Fig. 1: run 1, cell sizes after repair
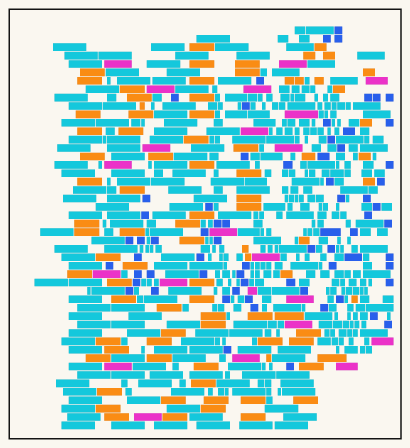
Fig. 2: run 1, cell placement
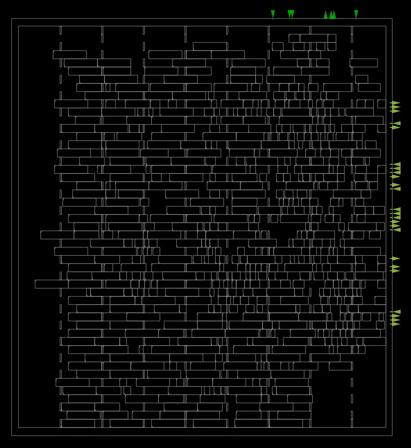
Fig. 3: run 1, ports around the boundary
Scale bar: 50 µm. Pins as bars across the die edge, other pins in grey.
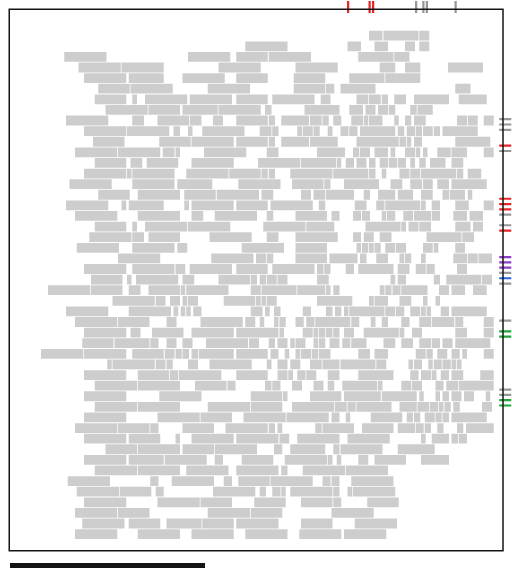
==> config.mk <==
export PLATFORM = sky130hd
export DESIGN_NAME = bf_tape_unit
export DESIGN_NICKNAME = d
export VERILOG_FILES = /design/src/rtl/bf_pkg.sv /design/src/rtl/bf_tape_ram.sv /design/src/rtl/bf_tape_unit.sv
export SDC_FILE = /design/constraint.sdc
export NUM_CORES = 1
export LEC_CHECK = 0
export CAP_MARGIN = 20
export CORE_ASPECT_RATIO = 1.1
export CORE_MARGIN = 2
export CORE_UTILIZATION = 50
export DETAILED_ROUTE_END_ITERATION = 16
export MAX_ROUTING_LAYER = met4
export PLACE_DENSITY = 0.7
export SYNTH_ARGS = -nofsm -noshare
export SYNTH_HDL_FRONTEND = slang
export SYNTH_SLANG_ARGS = --single-unit
==> constraint.sdc <==
create_clock -name clk -period 2.9 [get_ports clk]
set_input_delay 0.58 -clock clk [delete_from_list [all_inputs] [get_ports clk]]
set_output_delay 0.58 -clock clk [all_outputs]
set_load 0.1 [all_outputs]
==> results.json, run 1 <==
{
  "run_status": "complete, no violations",
  "detail_route.first_pass.iterations": 5,
  "finalNetCount": 637,
  "grt_max_degree": 39,
  "hold_violations": 0,
  "route.antenna.remaining_nets": 0,
  "grt.met1_usage": 0.3017,
  "worstPathMaxFanout": 6,
  "vias": 5371,
  "fa_ha_maj_cells_area_fraction": 0.007607,
  "grt_pass1_wl_mm": 30.20,
  "seq_area_frac_synth": 0.5751,
  "routed_via_density": 6.440,
  "largest_register_ff_count": 128,
  "busiest_layer": "met2",
  "hold_slack_ns": 0.5111,
  "setup_tns_ns": 0,
  "max-clock-path-buffers": 2,
  "most_common_cell": "edfxtp_1",
  "synth.ff_latch_count": 165,
  "globalRouteOverflowTotal": 0,
  "final_slew_viol_count": 0,
  "grt.met2_usage": 0.3772,
  "drt-initial-drc-count": 674,
  "worstSetupEndpointType": "output pin",
  "max_cap_violations": 0,
  "min_delay_path_depth": 2,
  "critical_path.startpoint_type": "flop",
  "critical_path.cell_chain": "or4_4, nor4_1, nor2b_2, buf_12",
  "place_hpwl_mm": 12.35,
  "placement.cell_area_um2": 8881,
  "numCtsBuffers": 17,
  "asyncSetResetFlopFracSynth": 0.1758,
  "synth_top_area_share": 0.4674,
  "timing.critical_path.slowest_cell_delay_ns": 0.58,
  "antenna_cells": 0,
  "p_switching_mw": 4.098,
  "max_slew_headroom": 0.4456,
  "synth_nets": 592,
  "detailedPlace.worstSlack_ns": 0.1259,
  "ys_dominant_reg_cell": "edfxtp_1",
  "cp.arrival_ns": 2.18,
  "total_power_density_per_cell_area_nw_per_um2": 1104,
  "clk_transition_reported_paths_ns": 0.06,
  "irDropWorstVdd_mv": 0.5690,
  "clock_sink_count": 165,
  "syn_area_per_cell_um2": 14.35,
  "layout_top_cell": "edfxtp_1",
  "cts_post_setup_buffers_inserted": 0,
  "route.met2.wl_mm": 9.998,
  "yosys-mux-area-fraction": 0.1888,
  "cts_tree": "built",
  "place.detailed.instances": 801,
  "worst-slew-pin-transition_ns": 0.8285,
  "grt_usage": 0.2348,
  "initial_core_util": 0.5062,
  "grt.met3_usage": 0.04218,
  "post_synth_ao_oa_area_fraction": 0.09204,
  "highest-signal-layer": "met4",
  "achievable-frequency_ghz": 0.3623,
  "synth-edff-count": 128,
  "synthesis.yosys.warnings": 0,
  "number_of_global_route_vias_before_repair": 5452,
  "syn-cell-area_um2": 8224,
  "yosys_area_um2": 8224,
  "finalWirelength_mm": 19.20,
  "ys_top_cells_by_area": "edfxtp_1 (47%), mux4_2 (18%), dfrtp_1 (8.8%), a21oi_1 (1.9%), dfxtp_1 (1.9%)",
  "total_power_mw": 10.42,
  "finClkSkew_ns": 0.006072,
  "drt-met1-wl_mm": 7.534,
  "ys_sh_simple": 0.09859,
  "post_cts_hold_buffer_count": 0,
  "post_drt_wl_per_cell_um": 23.03,
  "power.clock.fraction": 0.200,
  "pwr-share-seq": 0.351,
  "place_congestion": 0.8703,
  "clock-root-buffer": "clkbuf_16",
  "power.switching_fraction": 0.3933,
  "layoutNonFillerInstCount": 834,
  "combinational_cell_fraction_of_total_power": 0.449,
  "largest_area_cell": "edfxtp_1",
  "antenna_found_initial": 0,
  "ys_top_cells_by_count": "edfxtp_1 (128), mux4_2 (64), nor2_1 (41)",
  "timing_worst_setup_path_type": "reg2out",
  "post_route_cells_drive_above_1_share": 0.2778,
  "synth.cellmix.xorXnorShare": 0.006390
}
-- Fig. 1 (at the start) --
[_3 and _4 cells] blue | cells: 68 | share: 11%
[_2 cells] orange | cells: 85 | share: 13%
[_0 and _1 cells] cyan | cells: 455 | share: 72%
[_6 and larger] magenta | cells: 22 | share: 3.5%
relative area change from synthesis to final layout: 14.74%
minimum setup slack in the final design: 0.1401 ns
Non-Clock Buffer Count: 73
final non-filler cell area: 9437 µm²

-- Fig. 2 (at the start) --
number of tap cells inserted: 204
register share of the cell area: 0.5015
area of the core: 16250 µm²
Final Util: 0.5808

-- Fig. 3 (at the start) --
[op_wdata] red | pins: 8 | direction: input | edge: 5 right, 3 top
[op_code] purple | pins: 3 | direction: input | edge: right
[op_ready] blue | pins: 1 | direction: output | edge: right
[ptr] green | pins: 4 | direction: output | edge: right
Die Width: 126.3 µm
floorplan die height: 138.5 µm

run 1: cells by family after synthesis:
family | after synthesis
flops | 165
fa+ha+maj | 5
other cells | 1
buf+inv | 57
xor+xnor | 6
compound gates | 115
mux | 74
simple gates | 150
run 1: layout make-up:
type	count	area, µm²	area share
repair buffers	73	618.1	0.06550
clock buffers	19	432.9	0.04588
clock inverters	12	107.6	0.01140
well taps	204	255.2	0.02705
multi-input cells	351	3253	0.3447
flip-flops and latches	165	4732	0.5015
inverters	10	37.54	0.003978
run 1: power by group through the flow:
stage               sequential (mW)  combinational, mW  clock, mW
floorplan                      4.04               3.01          0
global placement               3.67               4.57          0
detailed placement             3.71               4.64          0
CTS                            3.66               4.66       2.12
global route                   3.73               4.99       2.20
finish                         3.66               4.68       2.08
==> inputs of run 2 (changes only) <==
--- a/config.mk
+++ b/config.mk
@@ -12,6 +12,7 @@
 export DETAILED_ROUTE_END_ITERATION = 16
 export MAX_ROUTING_LAYER = met4
 export PLACE_DENSITY = 0.7
+export SKIP_CTS_REPAIR_TIMING = 1
 export SYNTH_ARGS = -nofsm -noshare
 export SYNTH_HDL_FRONTEND = slang
 export SYNTH_SLANG_ARGS = --single-unit
Fig. 4: run 2, ports around the boundary
Scale bar: 50 µm. Pins as bars across the die edge, other pins in grey.
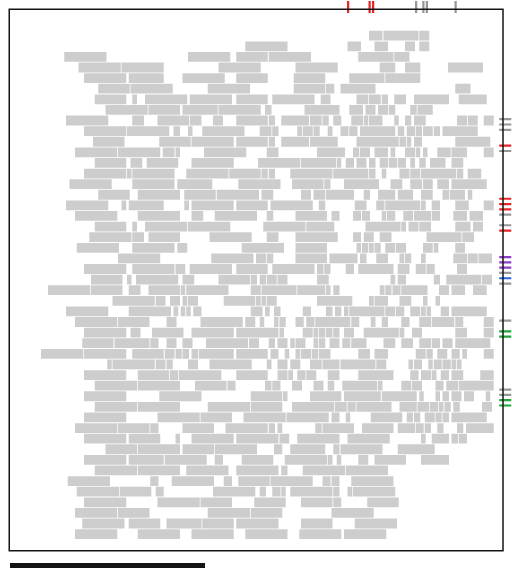
[op_wdata] red | pins: 8 | direction: input | edge: 5 right, 3 top
[ptr] green | pins: 4 | direction: output | edge: right
[op_ready] blue | pins: 1 | direction: output | edge: right
[op_code] purple | pins: 3 | direction: input | edge: right
all pins by edge: 24 right, 7 top
buffers added on ports: 29

==> results.json, run 2 <==
{
  "run_status": "complete, no violations",
  "yosys_area_um2": 8224,
  "placement.cell_area_um2": 8881,
  "largest_class": "sequential cells",
  "post_route_cells_drive_above_1_share": 0.2778,
  "signal_buffer_area_fraction": 0.06550,
  "layout_top_cell": "edfxtp_1",
  "timing.critical_path.slowest_cell_delay_ns": 0.58,
  "min_delay_path_depth": 2,
  "die_height_um": 138.5,
  "combinational_cell_fraction_of_total_power": 0.449,
  "drt-met1-wl_mm": 7.534,
  "grt_max_degree": 39,
  "nNonClkBuffers": 73,
  "comb_share": 0.3447,
  "synth.cellmix.xorXnorShare": 0.006390,
  "sequential_cell_total": 165,
  "max_slew_headroom": 0.4456,
  "detail_route.first_pass.iterations": 5,
  "total_power_mw": 10.42,
  "seq_area_frac_synth": 0.5751,
  "syn-cell-area_um2": 8224,
  "routed_via_density": 6.440,
  "sequentialPower_mw": 3.66,
  "place_congestion": 0.8703,
  "post_synth_ao_oa_area_fraction": 0.09204,
  "largest_area_cell": "edfxtp_1",
  "route.antenna.remaining_nets": 0,
  "clockNetworkAreaShare": 0.05728,
  "numCtsBuffers": 17,
  "power.clock.fraction": 0.200,
  "asyncSetResetFlopFracSynth": 0.1758,
  "drt-initial-drc-count": 674,
  "synth_nets": 592,
  "total_power_density_per_cell_area_nw_per_um2": 1104,
  "final_slew_viol_count": 0,
  "ys_top_cells_by_count": "edfxtp_1 (128), mux4_2 (64), nor2_1 (41)",
  "combinational_logic_power_mw": 4.68,
  "stdcell_area_um2": 9437,
  "synth-edff-count": 128,
  "flop_area_um2": 4732,
  "leading_power_group": "combinational cells",
  "final_util": 0.5808,
  "die_w_um": 126.3,
  "route.met2.wl_mm": 9.998,
  "syn_area_per_cell_um2": 14.35,
  "power.switching_fraction": 0.3933,
  "vias": 5371,
  "place_hpwl_mm": 12.35,
  "ys_top_cells_by_area": "edfxtp_1 (47%), mux4_2 (18%), dfrtp_1 (8.8%), a21oi_1 (1.9%), dfxtp_1 (1.9%)",
  "synth.ff_latch_count": 165,
  "fa_ha_maj_cells_area_fraction": 0.007607,
  "comb_cells": 351,
  "combGateArea_um2": 3253,
  "worst-slew-pin-transition_ns": 0.8285,
  "pwr-share-seq": 0.351,
  "core_area_um2": 16250,
  "achievable-frequency_ghz": 0.3623,
  "timing_worst_setup_path_type": "reg2out",
  "synth_top_area_share": 0.4674,
  "synthesis.yosys.warnings": 0,
  "grt_pass1_wl_mm": 30.20,
  "cp.arrival_ns": 2.18,
  "antenna_cells": 0,
  "max-clock-path-buffers": 2,
  "grt_usage": 0.2348,
  "pwr.group.clock_mw": 2.08,
  "irDropWorstVdd_mv": 0.5690,
  "globalRouteOverflowTotal": 0,
  "largest_register_ff_count": 128,
  "critical_path.cell_chain": "or4_4, nor4_1, nor2b_2, buf_12",
  "yosys-mux-area-fraction": 0.1888,
  "place.detailed.instances": 801,
  "clock-root-buffer": "clkbuf_16",
  "tapCellCount": 204
}
-- run 2: cell counts after synthesis --
Identical to the previous run, type by type.
-- run 2: logic make-up after synthesis --
group / Yosys count
buf+inv: 57
fa+ha+maj: 5
mux: 74
xor+xnor: 6
simple gates: 150
other cells: 1
compound gates: 115
flops: 165
-- run 2: through the flow --
stage,hold WS [ns],setup slack (ns)
after floorplan,0.2844,0.02992
final,0.5111,0.1401
after global placement,0.4923,0.1372
after global routing,0.5339,0.09002
after CTS,0.5132,0.1284
after detailed placement,0.5022,0.1259
-- run 2: routing by layer --
layer / global-route usage / vias up
li1: - / 2391
met1: 0.3017 / 2737
met2: 0.3772 / 219
met3: 0.04218 / 24
met4: 0.08676 / 0
met5: - / -
No activity file was given, so power comes from the tool's default toggle rates.
